$ cat src/rtl/button_debounce.sv
// Push-button synchronizer/debouncer with press, release and long-press events.
// Optional long-press detection is enabled by defining BTN_LONG_PRESS_EN.
module button_debounce #(
    parameter int unsigned DEBOUNCE_CYCLES = 65536,
    parameter int unsigned LONG_CYCLES     = 33554432
) (
    input  logic       clock,
    input  logic       reset,
    input  logic       in_btn,
    output logic       out_level,
    output logic       out_press,
    output logic       out_release,
    output logic       out_long,
    output logic [7:0] out_presses
);

`ifdef BTN_LONG_PRESS_EN
    localparam int unsigned CNT_MAX = (LONG_CYCLES > DEBOUNCE_CYCLES) ? LONG_CYCLES : DEBOUNCE_CYCLES;
    localparam int unsigned HW      = $clog2(LONG_CYCLES + 1);
    localparam logic [HW-1:0] HOLD_LAST = HW'(LONG_CYCLES - 1);
`else
    localparam int unsigned CNT_MAX = DEBOUNCE_CYCLES;
`endif
    localparam int unsigned CW = $clog2(CNT_MAX + 1);
    localparam logic [CW-1:0] DEB_LAST = CW'(DEBOUNCE_CYCLES - 1);
    localparam bit DEB_ONE = (DEBOUNCE_CYCLES == 1);

    if (DEBOUNCE_CYCLES < 1 || LONG_CYCLES <= DEBOUNCE_CYCLES) begin : g_param_check
        $error("button_debounce: illegal DEBOUNCE_CYCLES/LONG_CYCLES");
    end

    typedef enum logic [2:0] {
        IDLE,
        PRESS_WAIT,
        PRESSED,
        REL_WAIT_S
`ifdef BTN_LONG_PRESS_EN
        , LONG_HELD,
        REL_WAIT_L
`endif
    } state_t;

    state_t          state, state_n;
    logic [1:0]      sync_q;
    logic            s;
    logic [CW-1:0]   cnt, cnt_n;
    logic            press_n, release_n;
`ifdef BTN_LONG_PRESS_EN
    logic [HW-1:0]   hold, hold_n;
    logic            long_n;
`endif

    always_ff @(posedge clock or negedge reset) begin
        if (!reset) sync_q <= '0;
        else        sync_q <= {sync_q[0], in_btn};
    end
    assign s = sync_q[1];

    always_comb begin
        state_n   = state;
        cnt_n     = cnt;
        press_n   = 1'b0;
        release_n = 1'b0;
`ifdef BTN_LONG_PRESS_EN
        hold_n    = hold;
        long_n    = 1'b0;
`endif
        unique case (state)
            IDLE: if (s) begin
                if (DEB_ONE) begin
                    state_n = PRESSED;
                    press_n = 1'b1;
`ifdef BTN_LONG_PRESS_EN
                    hold_n  = '0;
`endif
                end else begin
                    state_n = PRESS_WAIT;
                    cnt_n   = CW'(1);
                end
            end
            PRESS_WAIT: begin
                if (!s) begin
                    state_n = IDLE;
                    cnt_n   = '0;
                end else if (cnt == DEB_LAST) begin
                    state_n = PRESSED;
                    cnt_n   = '0;
                    press_n = 1'b1;
`ifdef BTN_LONG_PRESS_EN
                    hold_n  = '0;
`endif
                end else begin
                    cnt_n = cnt + CW'(1);
                end
            end
            // The zero that leaves PRESSED counts as the first release sample.
            PRESSED: begin
                if (!s) begin
                    if (DEB_ONE) begin
                        state_n   = IDLE;
                        release_n = 1'b1;
                    end else begin
                        state_n = REL_WAIT_S;
                        cnt_n   = CW'(1);
                    end
                end
`ifdef BTN_LONG_PRESS_EN
                else if (hold == HOLD_LAST) begin
                    state_n = LONG_HELD;
                    cnt_n   = '0;
                    long_n  = 1'b1;
                end else begin
                    hold_n = hold + HW'(1);
                end
`endif
            end
            REL_WAIT_S: begin
                if (s) begin
                    state_n = PRESSED;
                    cnt_n   = '0;
                end else if (cnt == DEB_LAST) begin
                    state_n   = IDLE;
                    cnt_n     = '0;
                    release_n = 1'b1;
                end else begin
                    cnt_n = cnt + CW'(1);
                end
            end
`ifdef BTN_LONG_PRESS_EN
            LONG_HELD: if (!s) begin
                if (DEB_ONE) begin
                    state_n   = IDLE;
                    release_n = 1'b1;
                end else begin
                    state_n = REL_WAIT_L;
                    cnt_n   = CW'(1);
                end
            end
            REL_WAIT_L: begin
                if (s) begin
                    state_n = LONG_HELD;
                    cnt_n   = '0;
                end else if (cnt == DEB_LAST) begin
                    state_n   = IDLE;
                    cnt_n     = '0;
                    release_n = 1'b1;
                end else begin
                    cnt_n = cnt + CW'(1);
                end
            end
`endif
            default: begin
                state_n = IDLE;
                cnt_n   = '0;
            end
        endcase
    end

    always_ff @(posedge clock or negedge reset) begin
        if (!reset) begin
            state       <= IDLE;
            cnt         <= '0;
            out_level   <= 1'b0;
            out_press   <= 1'b0;
            out_release <= 1'b0;
            out_presses <= '0;
        end else begin
            state       <= state_n;
            cnt         <= cnt_n;
            out_level   <= (state_n != IDLE) && (state_n != PRESS_WAIT);
            out_press   <= press_n;
            out_release <= release_n;
            if (press_n) out_presses <= out_presses + 8'd1;
        end
    end

`ifdef BTN_LONG_PRESS_EN
    always_ff @(posedge clock or negedge reset) begin
        if (!reset) begin
            hold     <= '0;
            out_long <= 1'b0;
        end else begin
            hold     <= hold_n;
            out_long <= long_n;
        end
    end
`else
    assign out_long = 1'b0;
`endif

endmodule

$ cat config.mk
export PLATFORM = sky130hd
export DESIGN_NAME = button_debounce
export DESIGN_NICKNAME = d
export VERILOG_FILES = /design/src/rtl/button_debounce.sv
export SDC_FILE = /design/constraint.sdc
export NUM_CORES = 1
export LEC_CHECK = 0
export CORE_UTILIZATION = 57
export DETAILED_ROUTE_END_ITERATION = 16
export PLACE_DENSITY = 0.9
export SYNTH_ARGS = -nofsm -noshare
export SYNTH_HDL_FRONTEND = slang
export SYNTH_SLANG_ARGS = --single-unit
$ cat constraint.sdc
create_clock -name clock -period 5.6 [get_ports clock]
set_clock_uncertainty 0.2 [all_clocks]
set_input_delay 0.84 -clock clock [delete_from_list [all_inputs] [get_ports clock]]
set_output_delay 0.84 -clock clock [all_outputs]
set_load 0.02 [all_outputs]
Fig. 1: gate-type map
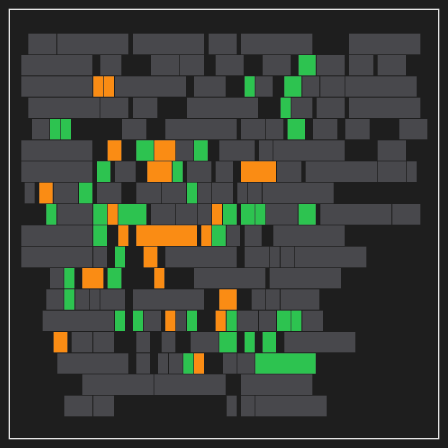
Orange marks NOR gates, cells 20. Green marks NAND gates, cells 37.
fin cells: 203
Top cell excl fill/tap: dfrtp_1

Fig. 2: track usage over the die
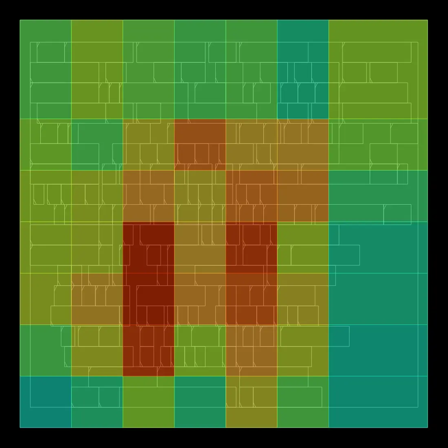
routed wire length per instance: 14.6 um
final core occ: 70.6%
met1 Usage GRT: 25.7%
routing usage on met3: 9.17%

Fig. 3: metal layers overlaid
Scale bar: 20 um. Only two layers are drawn.
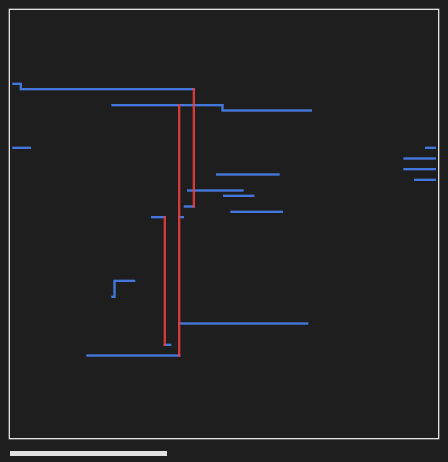
Red marks metal 4, wire length 63.2 um. Blue marks metal 3, wire length 125 um.
vias: 1184
gr usage total: 23.4%
WL final: 2.96 mm

Fig. 4: cell classes on the final placement
Scale bar: 20 um.
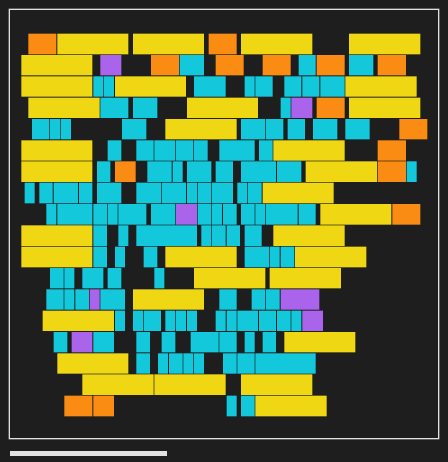
Orange marks other buffers and delay cells, cells 15, share of their area 8.3%. Cyan marks combinational and other logic, cells 118, share of their area 42%. Purple marks clock drivers and dummy loads, cells 7, share of their area 3.1%. Yellow marks flops, cells 33, share of their area 47%.
register share of the cell area: 46.0%
fin area: 0.00180 mm2
std cell rows: 18
Placeable Area: 0.00254 mm2

Fig. 5: sequential cells grouped by signal name
Scale bar: 20 um.
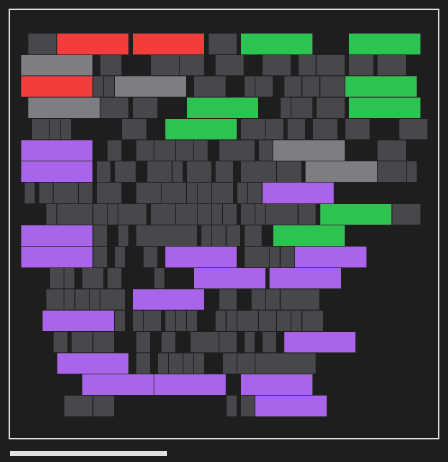
Purple marks cnt, flops 17. Red marks state, flops 3. Green marks out_presses, flops 8.
Another 5 sequential cells are not colored.
Seq power: 0.243 mW
Seq. cell area: 826 um2

-- power by group through the flow --
stage                     combinational (mW)  sequential [mW]  clock [mW]
after detailed placement              0.0159            0.247           0
after global routing                  0.0176            0.243       0.148
after CTS                             0.0159            0.243       0.137
final                                 0.0158            0.243       0.134
after floorplan                      0.00787            0.247           0
after global placement                0.0154            0.247           0
-- layer usage --
layer  part of all wire, %  vias up  track usage (%)
met2                    50       24             39.0
met3                   4.2        8             9.17
met5                     0        -                0
met4                   2.1        0             11.5
met1                    44      573             25.7
li1                      -      579                -
-- how the worst max path moves through the flow --
| stage | endpoint | slack [ns] | cells past startpoint |
|---|---|---|---|
| 6_report | out_presses[4] | 3.14 | 1 |
| 5_1_grt | out_presses[1] | 3.04 | 5 |
| 4_1_cts | out_presses[4] | 3.12 | 1 |
| 3_5_place_dp | out_presses[1] | 3.20 | 5 |
| 3_3_place_gp | out_presses[1] | 3.27 | 5 |
| 2_1_floorplan | out_presses[1] | 3.45 | 6 |
-- through the flow --
step	instances	util, %	power (mW)
finish	203	70.6	0.392
global route	203	70.6	0.408
global placement	196	68.4	0.263
CTS	203	70.6	0.395
detailed placement	196	68.4	0.263
floorplan	155	-	0.255
-- cell families after synthesis --
| kind of cell | share of synthesized area, % |
|---|---|
| muxes | 1.98 |
| adders and majority gates | 1.58 |
| and+or+nand+nor | 25.3 |
| DFF | 52.3 |
| xor gates and xnor gates | 5.54 |
| other | 0.237 |
| AOI/OAI and AO/OA | 10.3 |
| buffers and inverters | 2.85 |
-- synthesized netlist by cell type, types with 3 or more instances --
master   instances
nand4_1          5
nand2_1         18
inv_1            5
or3_1            5
o21ai_0         12
a21oi_1          5
nor2_1          10
and3_1           3
a31oi_1          3
xnor2_1          6
dfrtp_1         33
nand3_1         11
xor2_1           4
nor3_1           4
==> ci_impl_report.md <==
### Metrics collected by this job

| Metric | Value |
|---|---|
| Worst R2R Start | cnt[0] |
| Worst reg2reg path depth | 5 |
| Hold WS | 0.166 ns |
| Cell type with the largest total area | dfrtp_1 |
| Slowest cell on the critical path | clkdlybuf4s50_1 |
| CLK BUF | 7 |
| Outcome | finished, final reports clean |
| Cell Type Count | 40 |
| Final antenna-violating net count | 0 |
| Hold Startpoint | sync_q[0] |
| First-pass GRT wire length | 4.72 mm |
| # DRC | 0 |
| Top area cell types | dfrtp_1 (52%), nand2_1 (4.3%), o21ai_0 (3.8%) |
| Worst path bufs/invs | 1 |
| Unrepaired setup endpoints after global routing | false |
| Number of global-route vias before repair | 1135 |
| Critical Path Max Stage Delay | 0.66 ns |
| Worst-path fanout max | 4 |
| Hold EP | sync_q[1] |
| Crit path launch type | flop |
Power figures rest on the tool's default switching activity, not on a simulated workload.
